[src/rtl/npu_cmd_sequencer.sv]
// rtl/npu_cmd_sequencer.sv - NPU command sequencer: local memory access strobes and compute/move start FSM
module npu_cmd_sequencer #(
    parameter int DWidth      = 8,
    parameter int ADDR_WIDTH  = 32,
    parameter int LADDR_WIDTH = 12,
    parameter logic [ADDR_WIDTH-1:0] NPU_IMEM_START = ADDR_WIDTH'(32'h1000_0000),
    parameter logic [ADDR_WIDTH-1:0] NPU_WMEM_START = ADDR_WIDTH'(32'h1001_0000),
    parameter logic [ADDR_WIDTH-1:0] NPU_BMEM_START = ADDR_WIDTH'(32'h1002_0000),
    parameter logic [ADDR_WIDTH-1:0] NPU_OMEM_START = ADDR_WIDTH'(32'h1003_0000)
) (
    input  logic                   clk_i,
    input  logic                   rst_ni,
    input  logic                   cen_i,
    input  logic [3:0]             op_type_i,
    input  logic [ADDR_WIDTH-1:0]  addr_i,
    input  logic [DWidth-1:0]      wdata_i,
    input  logic                   core_done_i,
    input  logic                   err_clr_i,
    output logic [2:0]             mem_we_o,
    output logic [LADDR_WIDTH-1:0] mem_addr_o,
    output logic [DWidth-1:0]      mem_wdata_o,
    output logic                   omem_re_o,
    output logic                   os_start_o,
    output logic                   mv_start_o,
    output logic                   busy_o,
    output logic                   done_o,
    output logic                   err_o,
    output logic [15:0]            wr_cnt_o
);

    localparam logic [3:0] OP_IMEM_WR = 4'b1000;
    localparam logic [3:0] OP_WMEM_WR = 4'b1001;
    localparam logic [3:0] OP_BMEM_WR = 4'b1010;
    localparam logic [3:0] OP_OMEM_RD = 4'b1011;
    localparam logic [3:0] OP_OS      = 4'b1111;
    localparam logic [3:0] OP_MV      = 4'b0001;

    typedef enum logic [2:0] {
        IDLE     = 3'd0,
        OS_START = 3'd1,
        OS_RUN   = 3'd2,
        MV_START = 3'd3,
        MV_RUN   = 3'd4,
        DONE     = 3'd5
    } state_e;

    state_e                 state_q, state_d;
    logic [2:0]             mem_we_q, mem_we_d;
    logic [LADDR_WIDTH-1:0] mem_addr_q, mem_addr_d;
    logic [DWidth-1:0]      mem_wdata_q, mem_wdata_d;
    logic                   omem_re_q, omem_re_d;
    logic                   err_q, err_d;
    logic [15:0]            wr_cnt_q, wr_cnt_d;

    logic                   cmd_valid;
    logic                   is_wr;
    logic                   is_rd;
    logic                   busy;
    logic                   running;
    logic                   take;
    logic                   new_err;
    logic [2:0]             we_sel;
    logic [ADDR_WIDTH-1:0]  region_base;

    // Command decode: which codes are recognised and which region they address
    always_comb begin
        cmd_valid   = 1'b0;
        is_wr       = 1'b0;
        is_rd       = 1'b0;
        we_sel      = 3'b000;
        region_base = NPU_IMEM_START;
        if (cen_i) begin
            unique case (op_type_i)
                OP_IMEM_WR: begin cmd_valid = 1'b1; is_wr = 1'b1; we_sel = 3'b001; region_base = NPU_IMEM_START; end
                OP_WMEM_WR: begin cmd_valid = 1'b1; is_wr = 1'b1; we_sel = 3'b010; region_base = NPU_WMEM_START; end
                OP_BMEM_WR: begin cmd_valid = 1'b1; is_wr = 1'b1; we_sel = 3'b100; region_base = NPU_BMEM_START; end
                OP_OMEM_RD: begin cmd_valid = 1'b1; is_rd = 1'b1; region_base = NPU_OMEM_START; end
                OP_OS, OP_MV: cmd_valid = 1'b1;
                default: cmd_valid = 1'b0;
            endcase
        end
    end

    assign busy    = (state_q != IDLE);
    assign running = (state_q == OS_RUN) || (state_q == MV_RUN);
    // Commands only take effect when idle; anything arriving while busy is dropped and flagged
    assign take    = cmd_valid && !busy;
    assign new_err = (cmd_valid && busy) || (core_done_i && !running);

    // Next-state and registered-output computation for the sequencer FSM and datapath
    always_comb begin
        state_d     = state_q;
        mem_we_d    = 3'b000;
        omem_re_d   = 1'b0;
        mem_addr_d  = mem_addr_q;
        mem_wdata_d = mem_wdata_q;
        err_d       = err_q;
        wr_cnt_d    = wr_cnt_q;

        unique case (state_q)
            IDLE: begin
                if (take && op_type_i == OP_OS) begin
                    state_d = OS_START;
                end else if (take && op_type_i == OP_MV) begin
                    state_d = MV_START;
                end
            end
            OS_START: state_d = OS_RUN;
            MV_START: state_d = MV_RUN;
            OS_RUN:   if (core_done_i) state_d = DONE;
            MV_RUN:   if (core_done_i) state_d = DONE;
            DONE:     state_d = IDLE;
            default:  state_d = IDLE;
        endcase

        if (take && (is_wr || is_rd)) begin
            mem_addr_d = LADDR_WIDTH'(addr_i - region_base);
        end
        if (take && is_wr) begin
            mem_we_d    = we_sel;
            mem_wdata_d = wdata_i;
        end
        if (take && is_rd) begin
            omem_re_d = 1'b1;
        end

        // A fresh OS run restarts the write count; a write never coincides with that entry
        if (state_q == IDLE && state_d == OS_START) begin
            wr_cnt_d = 16'h0000;
        end else if (take && is_wr && wr_cnt_q != 16'hFFFF) begin
            wr_cnt_d = wr_cnt_q + 16'h0001;
        end

        // A new error wins over a simultaneous clear
        if (new_err) begin
            err_d = 1'b1;
        end else if (err_clr_i) begin
            err_d = 1'b0;
        end
    end

    // State and datapath registers with asynchronous reset
    always_ff @(posedge clk_i or negedge rst_ni) begin
        if (!rst_ni) begin
            state_q     <= IDLE;
            mem_we_q    <= 3'b000;
            mem_addr_q  <= '0;
            mem_wdata_q <= '0;
            omem_re_q   <= 1'b0;
            err_q       <= 1'b0;
            wr_cnt_q    <= 16'h0000;
        end else begin
            state_q     <= state_d;
            mem_we_q    <= mem_we_d;
            mem_addr_q  <= mem_addr_d;
            mem_wdata_q <= mem_wdata_d;
            omem_re_q   <= omem_re_d;
            err_q       <= err_d;
            wr_cnt_q    <= wr_cnt_d;
        end
    end

    assign mem_we_o    = mem_we_q;
    assign mem_addr_o  = mem_addr_q;
    assign mem_wdata_o = mem_wdata_q;
    assign omem_re_o   = omem_re_q;
    assign os_start_o  = (state_q == OS_START);
    assign mv_start_o  = (state_q == MV_START);
    assign busy_o      = busy;
    assign done_o      = (state_q == DONE);
    assign err_o       = err_q;
    assign wr_cnt_o    = wr_cnt_q;

endmodule

[config.mk]
export PLATFORM = sky130hd
export DESIGN_NAME = npu_cmd_sequencer
export DESIGN_NICKNAME = d
export VERILOG_FILES = /design/src/rtl/npu_cmd_sequencer.sv
export SDC_FILE = /design/constraint.sdc
export NUM_CORES = 1
export LEC_CHECK = 0
export ABC_CLOCK_PERIOD_IN_PS = 2200
export CAP_MARGIN = 30
export CORE_MARGIN = 4
export CORE_UTILIZATION = 41
export DETAILED_ROUTE_END_ITERATION = 16
export PLACE_DENSITY_LB_ADDON = 0.12
export SYNTH_ARGS = -nofsm -noshare
export SYNTH_HDL_FRONTEND = slang
export SYNTH_SLANG_ARGS = --single-unit
[constraint.sdc]
create_clock -name clk_i -period 2.2 [get_ports clk_i]
set_input_delay 0.44 -clock clk_i [delete_from_list [all_inputs] [get_ports clk_i]]
set_output_delay 0.44 -clock clk_i [all_outputs]
set_load 0.05 [all_outputs]
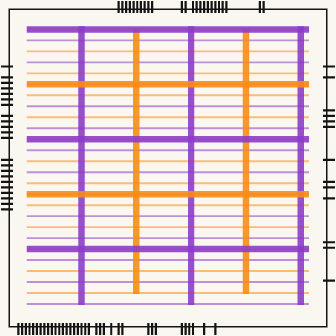
Run 1: floorplan with the power grid
Pins as bars on the die edge.
VSS: in purple. VDD: in orange.
5 straps on met4. 94 signal pins sit on the boundary. 26 met1 rails follow the rows. The core has 25 rows.
die width: 78.2 um
core area: 4750 um2
Die H: 78.2 um
peak supply drop: 0.838 mV

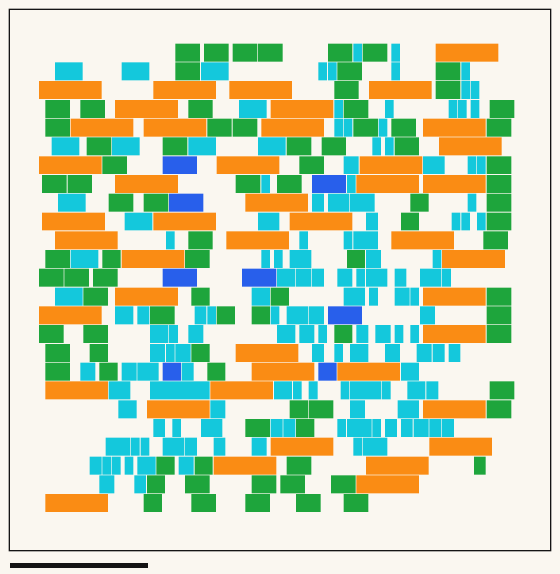
Run 1: placement by cell class
Scale bar: 20 um.
all other logic: in cyan, cells 145, share of their area 30%. flip-flops: in orange, cells 44, share of their area 38%. clock drivers and dummy loads: in blue, cells 8, share of their area 3.4%. other buffers and delay cells: in green, cells 88, share of their area 28%.
flop share of the area: 0.368
design area: 3000 um2

==> impl_metrics.py, run 1 <==
# Metrics from the implementation run
metrics = {
    "setup_path": {
        "worst-path-buf-inv": 1,
        "critPathCaptureType": "output port",
        "slowest_delay_ns": 0.85,
    },
    "cells_and_area": {
        "syn_to_final_growth_pct": 48.1,
        "final_util": 0.630,
        "final_cells": 352,
    },
    "logic_synthesis": {
        "synth_chip_area_um2": 2020,
        "ys_types": 36,
        "ys_warn_count": 0,
        "ys_seq_frac": 0.544,
        "avgSynthCellArea_um2": 10.3,
        "postSynthCellCount": 196,
        "ys.flop_type": "dfrtp_1",
        "synth-seq-cells": 44,
    },
    "global_route": {
        "grt_pass1_wl_um": 8020,
        "antenna_found_initial": 0,
        "overflow": 0,
        "gr-usage-met3": 0.0516,
        "gr-usage-met2": 0.273,
        "grtUsageMet1": 0.205,
    },
    "detailed_routing": {
        "drtPass1Iterations": 4,
        "wl_per_cell_um": 13.3,
        "vias": 1710,
    },
    "clocking": {
        "numCtsBuffers": 5,
        "root_buffer": "clkbuf_8",
        "hold_buffers": 0,
        "cts_setup_buffers": 0,
        "path_clk_slew_ns": 0.09,
    },
    "final_timing": {
        "period_needed_ns": 2.03,
        "maxSlewViolCount": 0,
        "rsz0062_at_grt": "false",
        "hold_viol": 0,
        "period_used_share": 0.925,
    },
    "place": {
        "place_inst": 344,
        "hpwlAfterDp_um": 3540,
    },
    "pwr": {
        "power.density_nw_per_um2": 1210,
        "total_leakage_power_nw": 1.30,
    },
    "run_status": {
        "outcome": "finished clean",
    },
    "min_path": {
        "min_path_type": "in2async",
    },
    "run": {
        "tool_warnings": 46,
    },
}
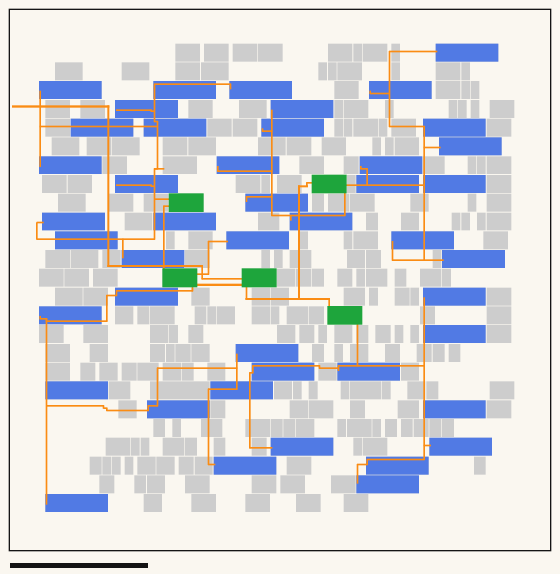
Run 1: clock wires, drivers and flops
Scale bar: 20 um.
flip-flops: in blue, count 44. cells driving clock nets: in green, count 5. clock wires: in orange, length 555 um.
There are 6 routed clock nets. Position of the flops: spread over the die.
Clock power frac: 0.148
Clk. pwr: 537 uW
worst skew pair latency: 0.29 ns

[run 1: final timing paths]
kind	cells past startpoint	from	end	slack [ns]
min in group clk_i	2	mem_wdata_o[7]	mem_wdata_o[7]	0.48
max in group asynchronous	2	rst_ni	mem_addr_o[0]	1.53
worst max register to register	5	state_q[1]	wr_cnt_o[5]	0.29
worst min register to register	2	mem_wdata_o[7]	mem_wdata_o[7]	0.48
worst min-delay path	1	rst_ni	err_o	0.10
worst max-delay path	1	wr_cnt_o[11]	wr_cnt_o[11]	0.17
[run 1: where the power goes]
group	switching [mW]	internal (mW)	total [mW]
Clock	0.283	0.254	0.537
Sequential	0.179	1.05	1.23
Combinational	1.20	0.677	1.87
Total	1.66	1.98	3.64
[run 1: per-layer routing]
layer  share of wire  vias up  wire (um)
li1                -      864          -
met1            0.44      802       2080
met2            0.48       40       2250
met3           0.067        4        313
met4          0.0083        0         39
met5               0        -          0
[run 1: state kept, by name, summed over array words and instances (netlist names)]
name,count
err_o,1
mem_we_o,3
mem_addr_o,12
wr_cnt_o,16
mem_wdata_o,8
state_q,3
omem_re_o,1
[run 1: stage by stage]
stage	worst slack [ns]	area [um2]
after global routing	0.0642	3000
after detailed placement	-0.0664	2900
after CTS	0.152	3000
after global placement	-0.0481	2900
after floorplan	0.0401	2020
final	0.165	3000
[run 1: Yosys cell counts (4+ instances only)]
master	instances	area (um2)
nor3_1	4	20.0
xnor2_1	5	43.8
dfrtp_1	44	1100
and2_1	4	25.0
and4_1	4	35.0
nor2_1	12	45.0
nand4_1	4	25.0
nand2_1	44	165
mux2_2	12	135
nand3_1	7	35.0
mux2i_1	5	50.1
a21oi_1	5	25.0
o21ai_0	6	30.0
[run 1: kinds of logic (layout without fill, tap and decap cells)]
family	after synthesis	in the layout	share of synthesized area
adder cells (fa/ha/maj)	1	1	0.00618
flip-flops	44	44	0.544
XOR/XNOR	6	6	0.0260
AND-OR/OR-AND	20	20	0.0612
AND/OR/NAND/NOR	100	100	0.250
buffers and inverters	8	97	0.0204
multiplexers	17	17	0.0915
[run 1: area by class of cell]
| class | count | area, um2 |
|---|---|---|
| multi-input cells | 144 | 881 |
| fillers | 411 | 1760 |
| inverters | 1 | 3.75 |
| clock inverters | 2 | 15.0 |
| clock buffers | 6 | 82.6 |
| well taps | 67 | 83.8 |
| repair buffers | 88 | 828 |
| flip-flops and latches | 44 | 1100 |
==> run 1 -> run 2 <==
--- a/config.mk
+++ b/config.mk
@@ -7,9 +7,11 @@
 export LEC_CHECK = 0
 export ABC_CLOCK_PERIOD_IN_PS = 2200
 export CAP_MARGIN = 30
+export CORE_ASPECT_RATIO = 1.2
 export CORE_MARGIN = 4
 export CORE_UTILIZATION = 41
 export DETAILED_ROUTE_END_ITERATION = 16
+export MAX_ROUTING_LAYER = met4
 export PLACE_DENSITY_LB_ADDON = 0.12
 export SYNTH_ARGS = -nofsm -noshare
 export SYNTH_HDL_FRONTEND = slang
==> run 2 against run 1 <==
Net effect: critical endpoint is now wr_cnt_o[3]; highest routed layer unchanged; critical path depth did not move; global-route usage grew 0.47 points; sequential cell count is the same; largest power group unchanged; die size about the same; setup slack gained 0.0091 ns; largest cell class unchanged; register-to-register slack got worse by 0.05 ns.
==> impl_metrics.py, run 2 <==
# Metrics from the implementation run
metrics = {
    "global_route": {
        "antenna_found_initial": 0,
        "overflow": 0,
        "grt_pass1_wl_um": 8000,
    },
    "setup_path": {
        "worstRegToRegCells": 5,
        "timing.rr.end": "wr_cnt_o[5]",
        "path_depth": 1,
        "worst-path-buf-inv": 1,
        "endpoint": "wr_cnt_o[3]",
        "critPathCaptureType": "output port",
        "r2r_setup_slack_ns": 0.24,
        "startpoint": "wr_cnt_o[3]",
        "r2r_start": "state_q[0]",
        "slowest_delay_ns": 0.85,
    },
    "logic_synthesis": {
        "yosys-top-cells-area": "dfrtp_1 54%, nand2_1 8.2%, mux2_2 6.7%",
        "floorplan.nets": 246,
        "synth.top_cell.area_share": 0.544,
        "ys_seq_frac": 0.544,
        "yosys.area.top_type": "dfrtp_1",
        "synth_chip_area_um2": 2020,
        "ys_warn_count": 0,
        "avgSynthCellArea_um2": 10.3,
        "ys_types": 36,
        "synth-seq-cells": 44,
        "ys.flop_type": "dfrtp_1",
        "postSynthCellCount": 196,
    },
    "clocking": {
        "cts_setup_buffers": 0,
        "path_clk_slew_ns": 0.08,
        "insertion_delay_ns": 0.29,
        "numCtsBuffers": 5,
        "hold_buffers": 0,
        "root_buffer": "clkbuf_8",
    },
    "cells_and_area": {
        "largest_reg_flops": 16,
        "nFillCells": 404,
        "syn_to_final_growth_pct": 48.2,
    },
    "pwr": {
        "total_leakage_power_nw": 1.32,
        "power.total_mw": 3.60,
        "power.density_nw_per_um2": 1200,
        "vdd_drop_max_mv": 0.724,
    },
    "run_status": {
        "outcome": "finished clean",
    },
    "die": {
        "die_w_um": 72.1,
        "die_y_um": 85.0,
    },
    "final_timing": {
        "rsz0062_at_grt": "false",
        "period_needed_ns": 2.03,
        "hold_viol": 0,
        "maxSlewViolCount": 0,
    },
    "min_path": {
        "min_path_type": "in2async",
    },
    "run": {
        "tool_warnings": 46,
    },
    "place": {
        "hpwlAfterDp_um": 3610,
    },
}
run 2: cells by family (layout without fill, tap and decap cells):
kind of cell               count (synthesis)  in the layout  synth area share
xor gates and xnor gates                   6              6            0.0260
muxes                                     17             17            0.0915
adders and majority gates                  1              1           0.00618
DFF                                       44             44             0.544
and+or+nand+nor                          100            100             0.250
buffers and inverters                      8             99            0.0204
AOI/OAI and AO/OA                         20             20            0.0612
run 2: through the flow:
stage | util | cells | worst slack [ns] | cell area, um2 | setup TNS, ns
floorplan | - | 196 | 0.0401 | 2020 | 0
global placement | 0.622 | 338 | -0.0634 | 2920 | -0.273
detailed placement | 0.622 | 338 | -0.112 | 2920 | -0.615
CTS | 0.639 | 345 | 0.157 | 3000 | 0
global route | 0.639 | 345 | 0.0249 | 3000 | 0
finish | 0.639 | 345 | 0.175 | 3000 | 0
run 2: layout make-up:
class,count,area [um2],area share
flip-flops and latches,44,1100,0.367
multi-input cells,144,881,0.294
repair buffers,91,863,0.288
clock buffers,6,72.6,0.0242
well taps,58,72.6,0.0242
clock inverters,1,5.00,0.00167
inverters,1,3.75,0.00125
run 2: worst min path at each step:
stage	from	end	depth (start not counted)
final	rst_ni	wr_cnt_o[7]	1
after global routing	rst_ni	wr_cnt_o[3]	1
after CTS	rst_ni	wr_cnt_o[1]	1
after detailed placement	mem_wdata_o[3]	mem_wdata_o[3]	2
after global placement	mem_wdata_o[6]	mem_wdata_o[6]	2
after floorplan	rst_ni	err_o	0
run 2: worst reg2reg max path, delay by kind of cell (launching register included):
| kind | cells | cell delay [ns] |
|---|---|---|
| AND-OR/OR-AND | 2 | 0.35 |
| flip-flops | 1 | 0.48 |
| AND/OR/NAND/NOR | 3 | 1.04 |
run 2: report_power, final:
part	total [mW]	internal (mW)	switching, mW	leakage, nW
clock network	0.474	0.216	0.258	0.0410
registers	1.22	1.05	0.173	0.569
logic	1.90	0.690	1.21	0.710
run 2: layer usage:
layer  share of wire  track usage
met5               0            -
met4           0.013       0.0547
met3           0.077       0.0498
met2            0.48        0.266
met1            0.43        0.206
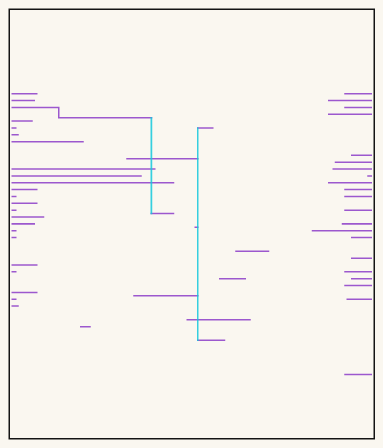
Run 2: signal wires by layer
Only two layers are drawn.
met4: in cyan, wire length 61.2 um. met3: in purple, wire length 365 um.
Routed WL: 4750 um
WL/cell: 13.8 um
vias: 1,759
Overall Global Routing Usage: 0.169

Power and IR drop assume default switching activity.
